### src/rtl/halt_pkg.sv
// rtl/halt_pkg.sv - shared types and constants for the halt controller
package halt_pkg;

   typedef enum logic [1:0] {
      RUN    = 2'd0,
      DRAIN  = 2'd1,
      READ   = 2'd2,
      HALTED = 2'd3
   } halt_state_t;

   localparam int WORD_W = 16;
   localparam logic [WORD_W-1:0] DEFAULT_FIRST_ADDR = 16'h0000;

endpackage

### src/rtl/sat_counter.sv
// rtl/sat_counter.sv - up counter with enable and sync clear that sticks at all-ones
module sat_counter #(
   parameter int W = 8
) (
   input  logic         clk,
   input  logic         clr,
   input  logic         en,
   output logic [W-1:0] cnt
);

   always_ff @(posedge clk) begin
      if (clr) begin
         cnt <= '0;
      end else if (en && (cnt != '1)) begin
         cnt <= cnt + W'(1);
      end
   end

endmodule

### src/rtl/halt_ctrl.sv
// rtl/halt_ctrl.sv - stalls the core on HLT, drains memory, reads the report word and halts
module halt_ctrl
   import halt_pkg::*;
#(
   parameter logic [WORD_W-1:0] FIRST_ADDR = DEFAULT_FIRST_ADDR,
   parameter int unsigned       MAX_CYCLES = 500,
   parameter int                CNT_W      = 32
) (
   input  logic              clk,
   input  logic              rst,
   input  logic              haltReq,
   input  logic              memBusy,
   input  logic              memAck,
   input  logic [WORD_W-1:0] memData,
   output logic              memReq,
   output logic [WORD_W-1:0] memAddr,
   output logic              coreStall,
   output logic              halt,
   output logic [WORD_W-1:0] firstWord,
   output logic [CNT_W-1:0]  cycleCnt,
   output logic              timeout
);

   halt_state_t state;
   logic        ackTaken;
   logic        cntEn;
   logic        wdHit;
   logic [63:0] cntWide;

   // The edge that accepts the ack is the edge that enters HALTED, so the
   // counter must already be frozen on it and the watchdog must yield.
   assign ackTaken = (state == READ) && memAck;
   assign cntEn    = (state != HALTED) && !ackTaken;
   assign cntWide  = 64'(cycleCnt);
   assign wdHit    = (MAX_CYCLES != 0) && (cntWide == 64'(MAX_CYCLES));

   sat_counter #(
      .W(CNT_W)
   ) cycleCounter (
      .clk(clk),
      .clr(rst),
      .en (cntEn),
      .cnt(cycleCnt)
   );

   always_ff @(posedge clk) begin
      if (rst) begin
         state     <= RUN;
         coreStall <= 1'b0;
         memReq    <= 1'b0;
         memAddr   <= FIRST_ADDR;
         halt      <= 1'b0;
         firstWord <= '0;
         timeout   <= 1'b0;
      end else begin
         memAddr <= FIRST_ADDR;
         if (wdHit && cntEn) begin
            timeout <= 1'b1;
         end
         case (state)
            RUN: begin
               if (haltReq) begin
                  state     <= DRAIN;
                  coreStall <= 1'b1;
               end
            end
            DRAIN: begin
               if (!memBusy) begin
                  state  <= READ;
                  memReq <= 1'b1;
               end
            end
            READ: begin
               if (memAck) begin
                  state     <= HALTED;
                  memReq    <= 1'b0;
                  halt      <= 1'b1;
                  firstWord <= memData;
               end
            end
            default: begin
            end
         endcase
      end
   end

endmodule

### config.mk
export PLATFORM = sky130hd
export DESIGN_NAME = halt_ctrl
export DESIGN_NICKNAME = d
export VERILOG_FILES = /design/src/rtl/halt_pkg.sv /design/src/rtl/sat_counter.sv /design/src/rtl/halt_ctrl.sv
export SDC_FILE = /design/constraint.sdc
export NUM_CORES = 1
export LEC_CHECK = 0
export CAP_MARGIN = 40
export CORE_ASPECT_RATIO = 0.5
export CORE_MARGIN = 3
export CORE_UTILIZATION = 40
export DETAILED_ROUTE_END_ITERATION = 10
export HOLD_SLACK_MARGIN = 0.1
export PLACE_DENSITY = 0.78
export SKIP_CTS_REPAIR_TIMING = 1
export SLEW_MARGIN = 40
export SYNTH_ARGS = -nofsm -noshare
export SYNTH_HDL_FRONTEND = slang
export SYNTH_SLANG_ARGS = --single-unit
### constraint.sdc
create_clock -name clk -period 3.1 [get_ports clk]
set_input_delay 0.62 -clock clk [delete_from_list [all_inputs] [get_ports clk]]
set_output_delay 0.62 -clock clk [all_outputs]
set_load 0.1 [all_outputs]
==> impl_metrics.yaml, run 1 <==
# physical design summary
cells_and_area:
  inverters: 9
  seq_area_um2: 1080
  area_growth_pct: 27.0
  drive_gt1_share_pct: 18.1
  clk_share_pct: 3.81
  mostFrequentLayoutCells: "buf_4 (57), dfxtp_1 (54), nand2_1 (53)"
  fill_cells: 613
  n_clock_buffer: 7
  layout.nets: 437
  layout_top_cell: "buf_4"
  largest_reg_flops: 32
  final-nonclk-buf-share_pct: 17.9
  seq_share_pct: 31.1
  diodes: 0
  stdcell_area_um2: 3480
  comb_area_um2: 1500
  n_all_buffers: 77
synth:
  top_area_cell: "dfxtp_1"
  ys.flop_type: "dfxtp_1"
  topCombFamilyByArea: "simple AND/OR/NAND/NOR gates"
  synth.ff_latch_count: 54
  synth.most_common_cell: "dfxtp_1"
  topCellsByArea: "dfxtp_1 (39%), nand2_1 (7.3%), a21oi_1 (5.8%), xnor2_1 (5.1%), nor2_1 (4.9%)"
  ys.warnings.count: 0
  adder_share_pct: 3.19
  mux_share_pct: 2.74
  avgSynthCellArea_um2: 8.02
  synth_cell_types: 40
  yosys.area_share.simple_pct: 28.7
clocking:
  clk_path_buf_depth: 2
  clock_sinks: 54
  cts_made_buffers: 5
  clk_pin_slew_ps: 60
  clock-root-buffer: "clkbuf_16"
power_and_ir_drop:
  finalPower_w: 0.00207
  pwr-share-seq_pct: 38.6
  irDropWorstVdd_mv: 0.266
  power.switching_w: 0.000850
job:
  tool_warnings: 31
  maxCapViolCount: 0
routing:
  ant_nets: 0
  post_drt_wl_per_cell_um: 13.6
  routed-wl-met3_um: 569
  viasPerCell: 5.19
  drt-met1-wl_um: 3200
  wl_met2_um: 2890
  first_iter_violations: 204
sta:
  setup_viol: 0
  period_used_pct: 81.4
  period_minus_slack_ps: 2520
  hold_viol: 0
  finalWorstSetupSlack_ps: 578
  drv_slew: 0
  rsz0062_at_grt: "false"
  worstMarginPinSlew_ps: 741
worst_setup_path:
  crit_path_frequent_cell: "a21o_1"
  cpMaxStageDelayCell: "clkdlybuf4s50_1"
  rrSetupSlack_ps: 700
  slowest_delay_ps: 500
  start_kind: "input port"
die:
  rows: 20
  die_width_um: 123
  core_um2: 6360
  io_pins: 89
  tap_cells: 88
global_routing:
  grt_first_pass_wirelength_um: 10600
  busiest_layer: "met2"
  grt_start_max_net_pins: 41
  grt_pass1_vias: 2247
  use_met1_pct: 22.6
  grt_util_met2_pct: 25.7
  met3_usage_pct: 3.75
place:
  dp_hpwl_um: 4740
  place_area_um2: 3350
  post-place-ws_ps: 269
  place_congestion: 0.859
  portBuffers: 72
hold_path:
  worstHoldPathType: "register to register"
run_status:
  outcome: "finished clean"
==> run 1: power groups by stage <==
stage	Clock (W)	Sequential, W	Combinational [W]
6_report	0.000530	0.000799	0.000743
5_1_grt	0.000574	0.000808	0.000790
4_1_cts	0.000546	0.000799	0.000746
3_5_place_dp	0	0.000815	0.000745
3_3_place_gp	0	0.000813	0.000742
2_1_floorplan	0	0.00111	0.000312
==> run 1: worst paths after layout <==
path	start	endpoint	cells after the start
worst max-delay path	memAck	cycleCounter.cnt[21]	6
worst min-delay path	firstWord[2]	firstWord[2]	2
worst max register to register	state[0]	cycleCounter.cnt[21]	7
worst min register to register	firstWord[2]	firstWord[2]	2
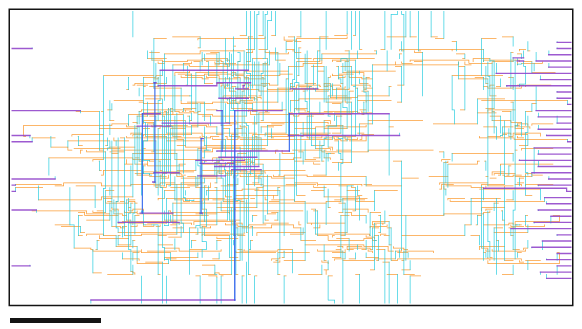
**Above:** run 1 (wiring by layer).
Scale bar: 20 um.
[metal 4] blue | wire length: 118 um
[metal 2] cyan | wire length: 2890 um
[metal 3] purple | wire length: 570 um
[metal 1] orange | wire length: 3200 um

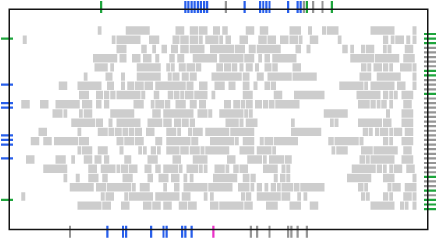
**Above:** run 1 (pin map).
Pins as bars across the die edge, other pins in grey.
[`cycleCnt`] blue | pins: 32 | direction: output | edge: 16 top, 9 bottom, 7 left
[`timeout`] magenta | pins: 1 | direction: output | edge: bottom
[`memAddr`] green | pins: 16 | direction: output | edge: 11 right, 3 top, 2 left

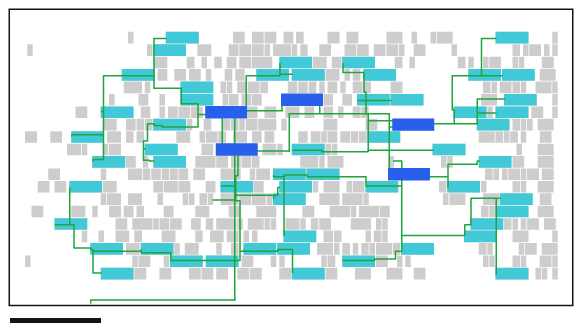
**Above:** run 1 (clock network drawn from the DEF).
Scale bar: 20 um.
[clock drivers] blue | count: 5
[clock wires] green | length: 699 um
[flip-flops] cyan | count: 54
flops lie: all over the die
routed clock nets: 6
Clock Skew: 2.26 ps
Clock group: 0.000530 W
Clock power frac: 25.6%

**Run 1: clock nets**

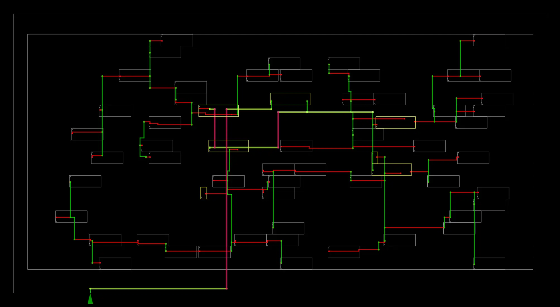

==> run 1 -> run 2 <==
- PLACE_DENSITY: 0.78 -> 0.81
- clock period: 3.1 -> 2.05 ns (I/O delays scaled with it)
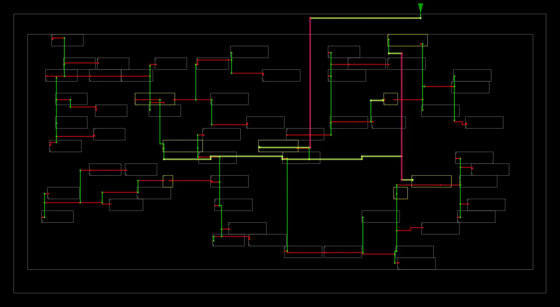
**Above:** run 2 (clock nets).
# clk buffers: 5
Clock Skew: 5.87 ps
TritonCTS buffer count: 5

==> impl_metrics.yaml, run 2 <==
# physical design summary
hold_path:
  whs_path_depth: 2
  hold_path_end: "firstWord[14]"
  worstHoldPathType: "register to register"
  hold_start: "firstWord[14]"
worst_setup_path:
  slowest_delay_ps: 510
  rr_startpoint: "state[0]"
  cpMaxStageDelayCell: "or4_4"
  worstSetupEndpoint: "cycleCounter.cnt[23]"
  crit_path_start: "state[0]"
  r2r-end: "cycleCounter.cnt[23]"
  crit_cells: 7
synth:
  synth_cell_types: 40
  synth.ff_latch_count: 54
  avgSynthCellArea_um2: 8.02
  synth.most_common_cell: "dfxtp_1"
  yosys.area_share.simple_pct: 28.7
  ys.flop_type: "dfxtp_1"
  top_area_cell: "dfxtp_1"
  adder_share_pct: 3.19
cells_and_area:
  diodes: 0
  area_growth_pct: 41.4
  fill_cells: 550
  mostFrequentLayoutCells: "buf_4 (74), nand2_1 (52), nor2_1 (36)"
  final-nonclk-buf-share_pct: 19.9
  seq_share_pct: 31.0
  largest_reg_flops: 32
  n_all_buffers: 95
  inverters: 9
  comb_area_um2: 1610
  layout.nets: 455
power_and_ir_drop:
  power.switching_w: 0.00139
  pwr-share-seq_pct: 36.5
  irDropWorstVdd_mv: 0.413
  power_frac_clock_pct: 26.2
  p_comb_w: 0.00123
  power_leader: "combinational logic"
  seq-power_w: 0.00120
clocking:
  clock_sinks: 54
  clock-root-buffer: "clkbuf_16"
  clk_path_buf_depth: 2
  clk_pin_slew_ps: 70
die:
  core_um2: 6360
  die_width_um: 123
sta:
  finalWorstSetupSlack_ps: -51.0
  period_minus_slack_ps: 2100
  rsz0062_at_grt: "true"
  setup_viol: 3
  drv_slew: 0
  worstMarginPinSlew_ps: 545
  hold_viol: 0
  period_used_pct: 102
job:
  tool_warnings: 33
  maxCapViolCount: 0
place:
  place_congestion: 0.820
  post-place-ws_ps: -409
  portBuffers: 72
  dp_hpwl_um: 4870
global_routing:
  grt_start_max_net_pins: 34
  grt_pass1_vias: 2299
run_status:
  violations: "negative setup slack"
  outcome: "finished, violations left"
routing:
  first_iter_violations: 208
  post_drt_wl_per_cell_um: 13.3
  ant_nets: 0
==> run 2: worst min-delay path: stages (launching register included) <==
cell	delay (ps)
dfxtp_1	310
nand2_1	50
a21oi_1	50
==> run 2: stage by stage <==
stage	area [um2]	TNS [ps]	power [W]	hold WS, ps	utilization [%]
6_report	3880	-121	0.00330	455	61.0
5_1_grt	3880	-848	0.00346	476	61.0
4_1_cts	3840	-302	0.00332	458	60.5
3_5_place_dp	3690	-3230	0.00245	447	58.1
3_3_place_gp	3690	-2850	0.00243	442	58.1
2_1_floorplan	3010	-243	0.00216	512	-
==> run 2: metal layers <==
layer / vias up / share of wire, % / GRT usage, %
met4: 0 / 1.0 / 5.24
met2: 81 / 44 / 27.0
met3: 7 / 7.3 / 5.14
met1: 1196 / 48 / 23.7
met5: - / 0 / 0
li1: 1336 / - / -
==> run 2 -> run 3 <==
- SLEW_MARGIN: 40 -> 20
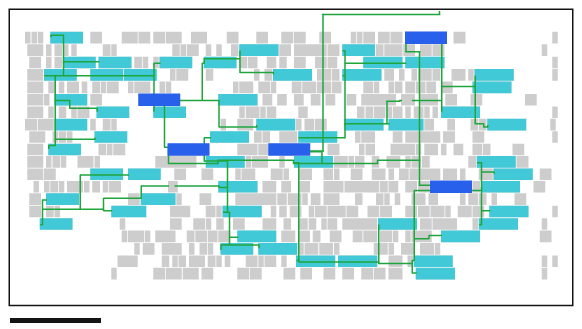
**Above:** run 3 (clock network drawn from the DEF).
Scale bar: 20 um.
Skew-Pair Late Insertion Delay: 300 ps
Clock group: 0.000864 W
Clock power frac: 26.2%

==> impl_metrics.yaml, run 3 <==
# physical design summary
die:
  die_width_um: 123
  core_um2: 6360
synth:
  ys.warnings.count: 0
  synth_cell_types: 40
  ys.flop_type: "dfxtp_1"
  yosysTopAreaCellShare_pct: 39.4
  topCellsByArea: "dfxtp_1 (39%), nand2_1 (7.3%), a21oi_1 (5.8%), xnor2_1 (5.1%), nor2_1 (4.9%)"
  adder_share_pct: 3.19
  topCombFamilyByArea: "simple AND/OR/NAND/NOR gates"
  mux_share_pct: 2.74
  netlist_top_cells_count: "dfxtp_1 (54), nand2_1 (53), nor2_1 (36), a21oi_1 (32)"
  synth.most_common_cell: "dfxtp_1"
  top_area_cell: "dfxtp_1"
  avgSynthCellArea_um2: 8.02
  yosys.area_share.simple_pct: 28.7
clocking:
  cts-htree-levels: 2
  cts_made_buffers: 5
  clock_sinks: 54
  clock-root-buffer: "clkbuf_16"
routing:
  routed.top_layer: "met4"
  first_iter_violations: 208
  routed-wl-met3_um: 500
  wl_met2_um: 3010
  viasPerCell: 5.08
  post_drt_wl_per_cell_um: 13.3
  drt-met1-wl_um: 3290
cells_and_area:
  reg_top3: "cycleCounter.cnt x32, firstWord x16, state x2"
  layout_top_cell: "buf_4"
  area_growth_pct: 41.4
  mostFrequentLayoutCells: "buf_4 (74), nand2_1 (52), nor2_1 (36)"
  fill_cells: 550
  largest_reg_flops: 32
  drive_gt1_share_pct: 32.7
  diodes: 0
  layout.nets: 455
  postLayoutCoreUtil_pct: 61.0
global_routing:
  busiest_layer: "met2"
  grt_first_pass_wirelength_um: 11200
  grt_util_met2_pct: 27.0
  use_met1_pct: 23.7
  grt_start_max_net_pins: 34
  grt_pass1_vias: 2299
sta:
  skew_ps: 5.87
  period_used_pct: 102
  whs_ps: 455
  setup_viol: 3
  setup_tns_ps: -121
  period_minus_slack_ps: 2100
  finalWorstSetupSlack_ps: -51.0
  hold_viol: 0
  rsz0062_at_grt: "true"
place:
  place_congestion: 0.820
  portBuffers: 72
  placed_cells: 508
  dp_hpwl_um: 4870
  place_area_um2: 3690
  post-place-ws_ps: -409
worst_setup_path:
  cpMaxStageDelayCell: "or4_4"
  r2r-end: "cycleCounter.cnt[23]"
  slowest_delay_ps: 510
  rrSetupSlack_ps: -50
  start_kind: "register"
  rr_startpoint: "state[0]"
power_and_ir_drop:
  seq-power_w: 0.00120
  power_leader: "combinational logic"
  power.switching_w: 0.00139
  finalPower_w: 0.00330
  p_comb_w: 0.00123
  irDropWorstVdd_mv: 0.413
  pwr-share-seq_pct: 36.5
hold_path:
  whs_path_depth: 2
  worstHoldPathType: "register to register"
  hold_start: "firstWord[14]"
  hold_path_end: "firstWord[14]"
run_status:
  outcome: "finished, violations left"
  violations: "negative setup slack"
job:
  maxCapViolCount: 0
  tool_warnings: 33
-- run 3: cell counts in the layout (fill, tap and decap cells not counted) --
Identical to the previous run, type by type.
-- run 3: cell type report --
class / instances / area (um2) / area share, %
timing repair buffer: 95 / 771 / 19.9
tap: 88 / 110 / 2.84
inverter: 9 / 33.8 / 0.872
clock buffer: 5 / 125 / 3.23
clock inverter: 3 / 23.8 / 0.613
multi-input combinational: 262 / 1610 / 41.6
sequential: 54 / 1200 / 31.0
-- run 3: worst max path at each step --
stage,start,to,cells past startpoint
6_report,state[0],cycleCounter.cnt[23],7
5_1_grt,state[0],cycleCounter.cnt[23],7
4_1_cts,state[0],cycleCounter.cnt[21],7
3_5_place_dp,memAck,cycleCounter.cnt[21],6
3_3_place_gp,memAck,cycleCounter.cnt[21],6
2_1_floorplan,state[0],cycleCounter.cnt[21],8
No activity file was given, so power comes from the tool's default toggle rates.
